Run 1, routed metal, one colour a layer:
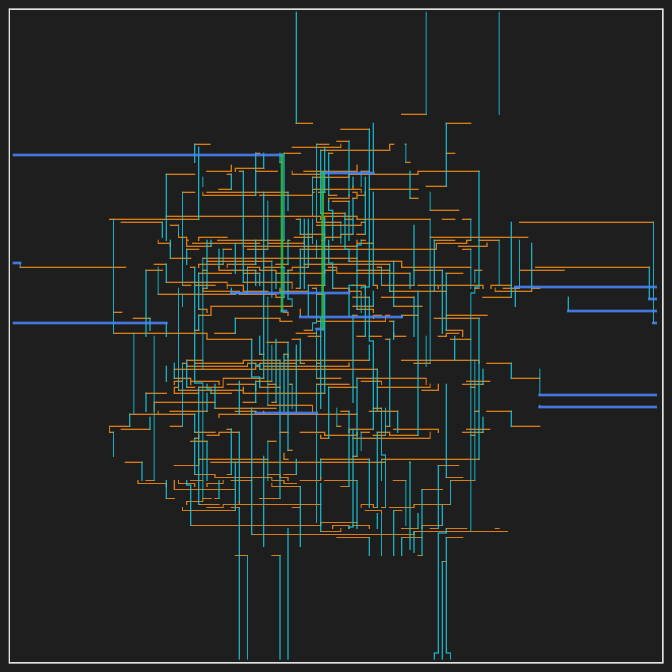
Run 1, placed cells, one colour a class:
Fill, decap, tap and diode cells in grey.
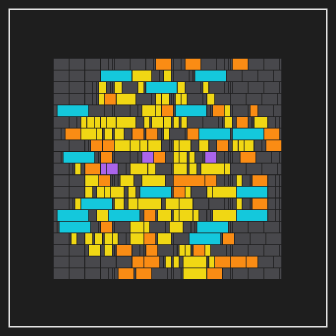
Run 1, placement view:
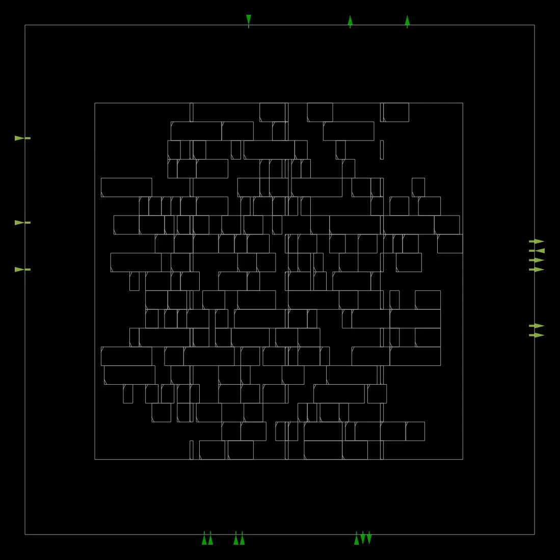
**src/rtl/parity_pkg.sv**
```systemverilog
// parity_pkg: shared types and constants for parity_frame_unit.
//   state_t   : frame FSM state (ST_DATA accepting data words, ST_LRC block-check beat)
//   MODE_GEN  : generate parity / insert LRC
//   MODE_CHK  : check received parity / LRC
//   ERR_CNT_W : width of the optional saturating error counter
package parity_pkg;
  typedef enum logic {ST_DATA, ST_LRC} state_t;

  localparam logic MODE_GEN  = 1'b0;
  localparam logic MODE_CHK  = 1'b1;
  localparam int   ERR_CNT_W = 16;
endpackage

```
**src/rtl/parity_frame_unit_if.sv**
```systemverilog
// parity_frame_unit_if: input and output valid/ready streams of parity_frame_unit.
//   in_*  : word source -> unit (in_par only meaningful in check mode)
//   out_* : unit -> link; out_data = {parity, word}, out_lrc marks the block-check beat,
//           out_err flags a check-mode mismatch on that beat
// Modports: master = stream source/sink side, slave = the unit.
interface parity_frame_unit_if #(parameter int WIDTH = 4);
  logic             in_valid;
  logic             in_ready;
  logic [WIDTH-1:0] in_data;
  logic             in_par;
  logic             out_valid;
  logic             out_ready;
  logic [WIDTH:0]   out_data;
  logic             out_lrc;
  logic             out_err;

  modport master (output in_valid, in_data, in_par, out_ready,
                  input  in_ready, out_valid, out_data, out_lrc, out_err);
  modport slave  (input  in_valid, in_data, in_par, out_ready,
                  output in_ready, out_valid, out_data, out_lrc, out_err);
endinterface

```
**src/rtl/parity_calc.sv**
```systemverilog
// parity_calc: combinational word parity p(w) = ^w ^ ODD.
//   w : word in (WIDTH bits)
//   p : parity bit out (even when ODD = 0, odd when ODD = 1)
module parity_calc #(
  parameter int WIDTH = 4,
  parameter int ODD   = 0
) (
  input  logic [WIDTH-1:0] w,
  output logic             p
);
  assign p = (^w) ^ (ODD != 0);
endmodule

```
**src/rtl/parity_frame_unit.sv**
```systemverilog
// parity_frame_unit: pipelined parity generator/checker with per-frame LRC word.
// Generate mode appends p(word) to each word and inserts {p(acc), acc} after every
// FRAME_LEN words; check mode verifies received parity bits and the received LRC.
// Ports:
//   clk, rst : clock, synchronous active-high reset
//   mode     : 0 generate / 1 check, latched on the first beat of each frame
//   bus      : parity_frame_unit_if.slave (input and output streams)
//   err_cnt, err_clr : saturating error counter and its clear, present only when
//                      PARITY_ERR_CNT_EN is defined
module parity_frame_unit
  import parity_pkg::*;
#(
  parameter int WIDTH     = 4,
  parameter int FRAME_LEN = 4,
  parameter int ODD       = 0
) (
  input  logic                 clk,
  input  logic                 rst,
  input  logic                 mode,
`ifdef PARITY_ERR_CNT_EN
  input  logic                 err_clr,
  output logic [ERR_CNT_W-1:0] err_cnt,
`endif
  parity_frame_unit_if.slave   bus
);
  localparam int             IW   = $clog2(FRAME_LEN + 1);
  localparam logic [IW-1:0]  LAST = IW'(FRAME_LEN - 1);

  state_t           state;
  logic [IW-1:0]    idx;
  logic [WIDTH-1:0] acc;
  logic             fmode;

  logic             ov, olrc, oerr;
  logic [WIDTH:0]   od;

  logic             p_in, p_acc;
  logic             out_free, fire_in, beat_mode;

  parity_calc #(.WIDTH(WIDTH), .ODD(ODD)) u_par_in  (.w(bus.in_data), .p(p_in));
  parity_calc #(.WIDTH(WIDTH), .ODD(ODD)) u_par_acc (.w(acc),         .p(p_acc));

  // Output register can take a new beat when empty or draining this cycle.
  assign out_free     = ~ov | bus.out_ready;
  assign bus.in_ready = ((state == ST_DATA) || (fmode == MODE_CHK)) && out_free;
  assign fire_in      = bus.in_valid & bus.in_ready;
  // First beat of a frame uses the live mode; later beats use the latched one.
  assign beat_mode    = (idx == '0) ? mode : fmode;

  assign bus.out_valid = ov;
  assign bus.out_data  = od;
  assign bus.out_lrc   = olrc;
  assign bus.out_err   = oerr;

  always_ff @(posedge clk) begin
    if (rst) begin
      state <= ST_DATA;
      idx   <= '0;
      acc   <= '0;
      fmode <= MODE_GEN;
      ov    <= 1'b0;
      od    <= '0;
      olrc  <= 1'b0;
      oerr  <= 1'b0;
    end else begin
      // Drain first; a load below in the same cycle overrides it.
      if (ov && bus.out_ready) ov <= 1'b0;
      unique case (state)
        ST_DATA: if (fire_in) begin
          if (idx == '0) fmode <= mode;
          acc  <= acc ^ bus.in_data;
          idx  <= idx + IW'(1);
          ov   <= 1'b1;
          olrc <= 1'b0;
          if (beat_mode == MODE_CHK) begin
            od   <= {bus.in_par, bus.in_data};
            oerr <= bus.in_par != p_in;
          end else begin
            od   <= {p_in, bus.in_data};
            oerr <= 1'b0;
          end
          if (idx == LAST) state <= ST_LRC;
        end
        ST_LRC: begin
          if (fmode == MODE_GEN) begin
            // Inserted beat: no input consumed, costs one input bubble.
            if (out_free) begin
              ov    <= 1'b1;
              od    <= {p_acc, acc};
              olrc  <= 1'b1;
              oerr  <= 1'b0;
              acc   <= '0;
              idx   <= '0;
              state <= ST_DATA;
            end
          end else if (fire_in) begin
            ov    <= 1'b1;
            od    <= {bus.in_par, bus.in_data};
            olrc  <= 1'b1;
            oerr  <= (bus.in_data != acc) | (bus.in_par != p_in);
            acc   <= '0;
            idx   <= '0;
            state <= ST_DATA;
          end
        end
        default: state <= ST_DATA;
      endcase
    end
  end

`ifdef PARITY_ERR_CNT_EN
  // Counts transferred error beats; clear wins over a same-cycle increment.
  always_ff @(posedge clk) begin
    if (rst || err_clr)
      err_cnt <= '0;
    else if (ov && bus.out_ready && oerr && (err_cnt != {ERR_CNT_W{1'b1}}))
      err_cnt <= err_cnt + ERR_CNT_W'(1);
  end
`endif
endmodule
```
**src/flat_wrapper.sv**
```systemverilog
// flat-port wrapper written by rule: the top's interface ports become plain ports
module parity_frame_unit_flat import parity_pkg::*;
#(
  parameter int WIDTH     = 4,
  parameter int FRAME_LEN = 4,
  parameter int ODD       = 0
)
  (clk, rst, mode, bus_in_valid, bus_in_data, bus_in_par, bus_out_ready, bus_in_ready, bus_out_valid, bus_out_data, bus_out_lrc, bus_out_err);
  parity_frame_unit_if #(.WIDTH(WIDTH)) bus_i ();
  input  logic clk;
  input  logic rst;
  input  logic mode;
  input wire logic [$bits(bus_i.in_valid)-1:0] bus_in_valid;
  input wire logic [$bits(bus_i.in_data)-1:0] bus_in_data;
  input wire logic [$bits(bus_i.in_par)-1:0] bus_in_par;
  input wire logic [$bits(bus_i.out_ready)-1:0] bus_out_ready;
  output wire logic [$bits(bus_i.in_ready)-1:0] bus_in_ready;
  output wire logic [$bits(bus_i.out_valid)-1:0] bus_out_valid;
  output wire logic [$bits(bus_i.out_data)-1:0] bus_out_data;
  output wire logic [$bits(bus_i.out_lrc)-1:0] bus_out_lrc;
  output wire logic [$bits(bus_i.out_err)-1:0] bus_out_err;
  assign bus_i.in_valid = bus_in_valid;
  assign bus_i.in_data = bus_in_data;
  assign bus_i.in_par = bus_in_par;
  assign bus_i.out_ready = bus_out_ready;
  assign bus_in_ready = bus_i.in_ready;
  assign bus_out_valid = bus_i.out_valid;
  assign bus_out_data = bus_i.out_data;
  assign bus_out_lrc = bus_i.out_lrc;
  assign bus_out_err = bus_i.out_err;
  parity_frame_unit #(.WIDTH(WIDTH), .FRAME_LEN(FRAME_LEN), .ODD(ODD)) u_core (.clk(clk), .rst(rst), .mode(mode), .bus(bus_i));
endmodule
```
**config.mk**
```make
export PLATFORM = sky130hd
export DESIGN_NAME = parity_frame_unit_flat
export DESIGN_NICKNAME = d
export VERILOG_FILES = /design/src/rtl/parity_pkg.sv /design/src/rtl/parity_frame_unit_if.sv /design/src/rtl/parity_calc.sv /design/src/rtl/parity_frame_unit.sv /design/src/flat_wrapper.sv
export SDC_FILE = /design/constraint.sdc
export NUM_CORES = 1
export LEC_CHECK = 0
export CAP_MARGIN = 20
export CORE_MARGIN = 10
export CORE_UTILIZATION = 35
export DETAILED_ROUTE_END_ITERATION = 10
export PLACE_DENSITY = 0.58
export SYNTH_ARGS = -nofsm -noshare
export SYNTH_HDL_FRONTEND = slang
export SYNTH_SLANG_ARGS = --single-unit
```
**constraint.sdc**
```tcl
create_clock -name clk -period 1.72 [get_ports clk]
set_input_delay 0.344 -clock clk [delete_from_list [all_inputs] [get_ports clk]]
set_output_delay 0.344 -clock clk [all_outputs]
set_load 0.02 [all_outputs]
```
==> impl_metrics.yaml, run 1 <==
# flow metrics
setup_path:
  r2r_slack_ps: 180
  crit_type: "flip-flop to primary output"
  kind_of_start_point_of_the_critical_path: "flip-flop"
  reg2regPathDepth: 6
  crit_chain: "clkdlybuf4s50_1"
  critical_path.n_buffers_inverters: 1
  worst_r2r_endpoint: "u_core.bus.out_data[4]$_SDFFE_PP0P_"
  timing.critical_path.depth: 1
  critical_path.slowest_cell: "sky130_fd_sc_hd__clkdlybuf4s50_1"
placed_design:
  placement.setup.worst_slack_ps: -239
  post_dp_cell_area_mm2: 0.00138
  dpl.hpwl_um: 2060
  buffer_ports.inserted: 18
floorplan:
  die-area_mm2: 0.00546
  die_extent_in_y_um: 73.9
  initCoreUtil_pct: 36.8
  num_io_pins: 19
cts:
  tritoncts_clock_tree: "yes"
worst_hold_path:
  worst_hold_startpoint: "u_core.idx[1]$_SDFFE_PP0P_"
  min_delay_path_depth: 2
logic_synthesis:
  post_synth_num_cell_types: 33
  syn-instance-count: 124
  yosys.stat.chipArea_mm2: 0.00102
  synth_stat.cells: 124
  ys_top_cells_by_area: "sky130_fd_sc_hd__dfxtp_1 (33%), sky130_fd_sc_hd__a311oi_2 (7.4%), sky130_fd_sc_hd__xnor2_1 (6.9%), sky130_fd_sc_hd__nor2_1 (6.7%), sky130_fd_sc_hd__nand2_1 (5.9%)"
  post_synth_mux_area_share_pct: 1.97
  synthFlopType: "sky130_fd_sc_hd__dfxtp_1"
  synth_area_leader_cell: "sky130_fd_sc_hd__dfxtp_1"
drt:
  viasPerCell: 5.11
  drt.antenna.violating_nets: 0
  drtPass1Iterations: 4
final_timing:
  finClkSkew_ps: 5.01
  minimum_setup_slack_in_the_final_design_ps: 49.5
  drv_slew: 0
  final.setup.tns_ps: 0
  fin_hold_ws_ps: 479
status:
  outcome: "finished clean"
finish:
  design_area_mm2: 0.00141
  layout.area.seq_um2: 340
  lay_top_cells: "sky130_fd_sc_hd__buf_4 (23), sky130_fd_sc_hd__nor2_1 (18), sky130_fd_sc_hd__clkdlybuf4s50_1 (17), sky130_fd_sc_hd__dfxtp_1 (17), sky130_fd_sc_hd__nand2_1 (16)"
  nFillCells: 268
global_routing:
  global_route_wire_length_before_repair_um: 4400
  grt.overflow.total: 0
  antenna_found_initial: 0
job:
  max_cap_violations: 0
  tool_warnings: 27
power:
  comb_power_mw: 0.306
  power.sequential.fraction_pct: 45.9
  vdd_ir_drop_max_v: 0.000436
  power.clock.total_mw: 0.217
  share_clk_of_total_power_pct: 22.4
About 'routed metal, one colour a layer':
met3: drawn in blue, wire length 140 um. met1: drawn in orange, wire length 1160 um. met2: drawn in cyan, wire length 1220 um. met4: drawn in green, wire length 35.4 um.
total wirelength of the detailed-routed design: 2560 um
number of vias in the routed layout: 992
wire per inst: 13.2 um
GRT Util Overall: 9.89%

About 'placed cells, one colour a class':
flip-flops: drawn in cyan, cells 17, share of their area 25%. other buffers and delay cells: drawn in orange, cells 42, share of their area 27%. all other logic: drawn in yellow, cells 100, share of their area 46%. clock drivers and dummy loads: drawn in purple, cells 4, share of their area 1.9%.

About 'placement view':
inserted tap cell count: 31
Core ar.: 0.00276 mm2
fraction of area in registers: 24.2%
Std-Cell Rows: 19

## run 1: layer usage
metal  vias up  global-route usage (%)  part of all wire (%)
met4         0                    2.48                   1.4
met5         -                       0                     0
met2        17                    17.1                    48
li1        507                       -                     -
met3         4                    3.50                   5.4
met1       464                    11.2                    45
## run 1: timing repair
| action | CTS | global route |
|---|---|---|
| endpoints found under the setup margin | 1 | 3 |
| buffers inserted | 0 | 0 |
| resized | 1 | 3 |
## run 1: final cells by class
type	count	share of cell area, %
repair buffers	42	26.1
flip-flops and latches	17	24.2
well taps	31	2.76
inverters	6	1.60
multi-input cells	94	43.5
clock buffers	4	1.87
Run 1, cells by drive strength:
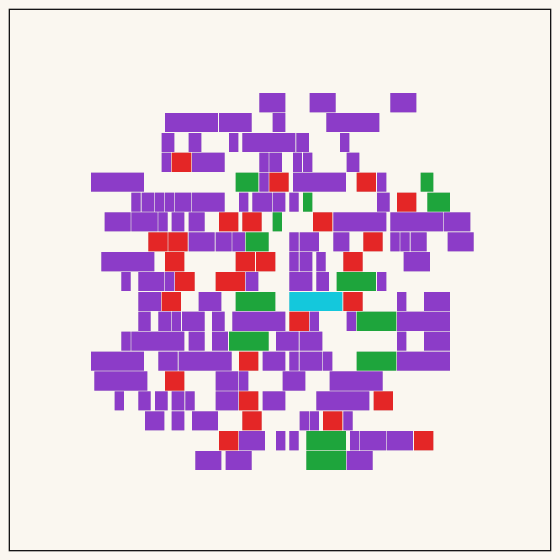

## Run 2: what changed since run 1
--- a/config.mk
+++ b/config.mk
@@ -7,9 +7,9 @@
 export LEC_CHECK = 0
 export CAP_MARGIN = 20
 export CORE_MARGIN = 10
-export CORE_UTILIZATION = 35
+export CORE_UTILIZATION = 40
 export DETAILED_ROUTE_END_ITERATION = 10
-export PLACE_DENSITY = 0.58
+export PLACE_DENSITY = 0.65
 export SYNTH_ARGS = -nofsm -noshare
 export SYNTH_HDL_FRONTEND = slang
 export SYNTH_SLANG_ARGS = --single-unit
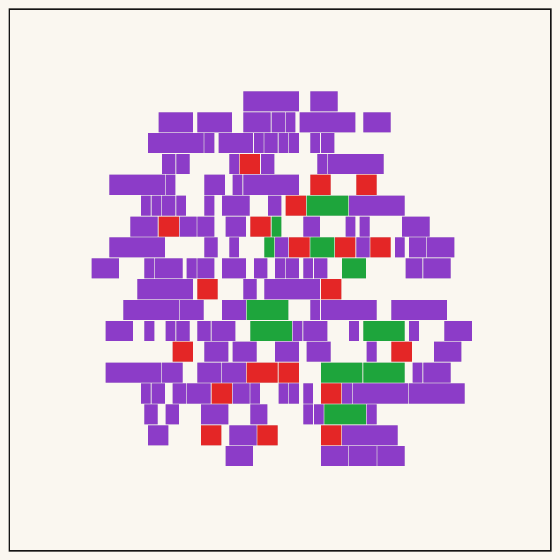
Run 2: cells by drive strength
drive 3 to 4: drawn in red, cells 20. drive 1 or less: drawn in purple, cells 124. drive 2: drawn in green, cells 11.

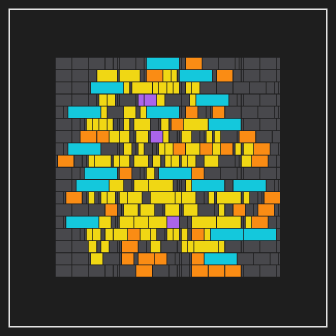
Run 2: placed cells, one colour a class
Fill, decap, tap and diode cells in grey.
flip-flops: drawn in cyan, cells 17, share of their area 26%. clock drivers and dummy loads: drawn in purple, cells 4, share of their area 2.0%. other buffers and delay cells: drawn in orange, cells 34, share of their area 23%. all other logic: drawn in yellow, cells 100, share of their area 49%.
final design utilization: 54.4%
Std-Cell Rows: 18

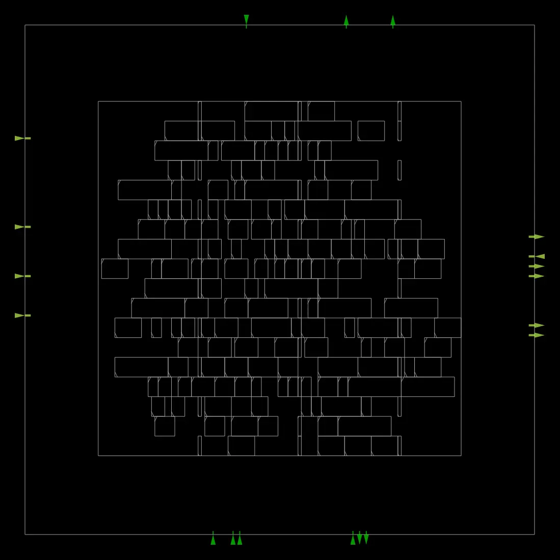
Run 2: placement view
Seq cells: 17
Core ar.: 0.00245 mm2

==> run 2 against run 1 <==
Compared with the run above: register-to-register slack hardly changed; first-iteration DRC count is 45% lower; via count shrank 2.2%; critical endpoint unchanged; largest cell class unchanged; largest power group unchanged.
==> impl_metrics.yaml, run 2 <==
# flow metrics
logic_synthesis:
  ys_top_cells_by_area: "sky130_fd_sc_hd__dfxtp_1 (33%), sky130_fd_sc_hd__a311oi_2 (7.4%), sky130_fd_sc_hd__xnor2_1 (6.9%), sky130_fd_sc_hd__nor2_1 (6.7%), sky130_fd_sc_hd__nand2_1 (5.9%)"
  syn-instance-count: 124
  yosys.stat.chipArea_mm2: 0.00102
  synth_stat.cells: 124
  post_synth_num_cell_types: 33
  synthFlopType: "sky130_fd_sc_hd__dfxtp_1"
  synth_area_leader_cell: "sky130_fd_sc_hd__dfxtp_1"
global_routing:
  grt_util_met3_pct: 2.82
  grtUsageTotal_pct: 9.61
  grt.met1_usage_pct: 10.8
  global_route_wire_length_before_repair_um: 4080
  grt.overflow.total: 0
  antenna_found_initial: 0
  met2_demand_to_capacity_share_in_global_routing_pct: 16.7
job:
  tool_warnings: 27
  max_cap_violations: 0
drt:
  drt.antenna.violating_nets: 0
  detail_route.wirelength.met1_um: 1110
  top_layer_used: "met4"
  route.met3.wl_um: 113
  routedWlPerCell_um: 13.3
  met2WireLength_um: 1220
  drtPass1Iterations: 4
  dr_total_vias: 970
power:
  power.clock.total_mw: 0.215
  comb_power_mw: 0.283
  power.sequential.fraction_pct: 47.2
  share_clk_of_total_power_pct: 22.8
  vdd_ir_drop_max_v: 0.000370
setup_path:
  reg2regPathDepth: 5
  crit_chain: "clkdlybuf4s50_1"
  kind_of_start_point_of_the_critical_path: "flip-flop"
  r2r_slack_ps: 170
  crit_type: "flip-flop to primary output"
  critical_path.slowest_cell: "sky130_fd_sc_hd__clkdlybuf4s50_1"
  critical_path.n_buffers_inverters: 1
  timing.critical_path.depth: 1
  timing.critical_path.to_type: "primary output"
  worst_r2r_endpoint: "u_core.bus.out_err$_SDFFE_PP0P_"
finish:
  design_area_mm2: 0.00134
  lay_top_cells: "sky130_fd_sc_hd__nor2_1 (18), sky130_fd_sc_hd__clkdlybuf4s50_1 (17), sky130_fd_sc_hd__dfxtp_1 (17)"
  nFillCells: 233
floorplan:
  die-area_mm2: 0.00496
  num_io_pins: 19
  dieWidth_um: 70.4
  initCoreUtil_pct: 41.4
  die_extent_in_y_um: 70.4
placed_design:
  post_dp_cell_area_mm2: 0.00131
  placement.setup.worst_slack_ps: -251
  buffer_ports.inserted: 18
cts:
  clkSinkCount: 17
  tritoncts_clock_tree: "yes"
final_timing:
  final.setup.tns_ps: 0
  fin_hold_ws_ps: 479
  drv_slew: 0
  finClkSkew_ps: 7.48
status:
  outcome: "finished clean"
## run 2: cell counts after synthesis
No cell type changed its count.
## run 2: area by class of cell
cell class	instances	share of cell area, %
sequential	17	25.5
inverter	6	1.69
timing repair buffer	34	22.5
tap	30	2.81
clock buffer	4	1.97
multi-input combinational	94	45.6
## run 2: cells by family (layout without fill, tap and decap cells)
logic type / Yosys count / count (layout) / synth area share [%]
adders and majority gates: 3 / 3 / 3.69
AOI/OAI and AO/OA: 30 / 30 / 23.4
DFF: 17 / 17 / 33.5
muxes: 2 / 2 / 1.97
xor gates and xnor gates: 10 / 10 / 8.62
and+or+nand+nor: 49 / 49 / 22.3
buffers and inverters: 13 / 44 / 6.53
## run 2: timing repair
item | CTS | global route
setup buffers | 0 | 0
resized | 1 | 1
endpoints found under the setup margin | 1 | 1
hold buffers | 0 | 0
Power figures rest on the tool's default switching activity, not on a simulated workload.
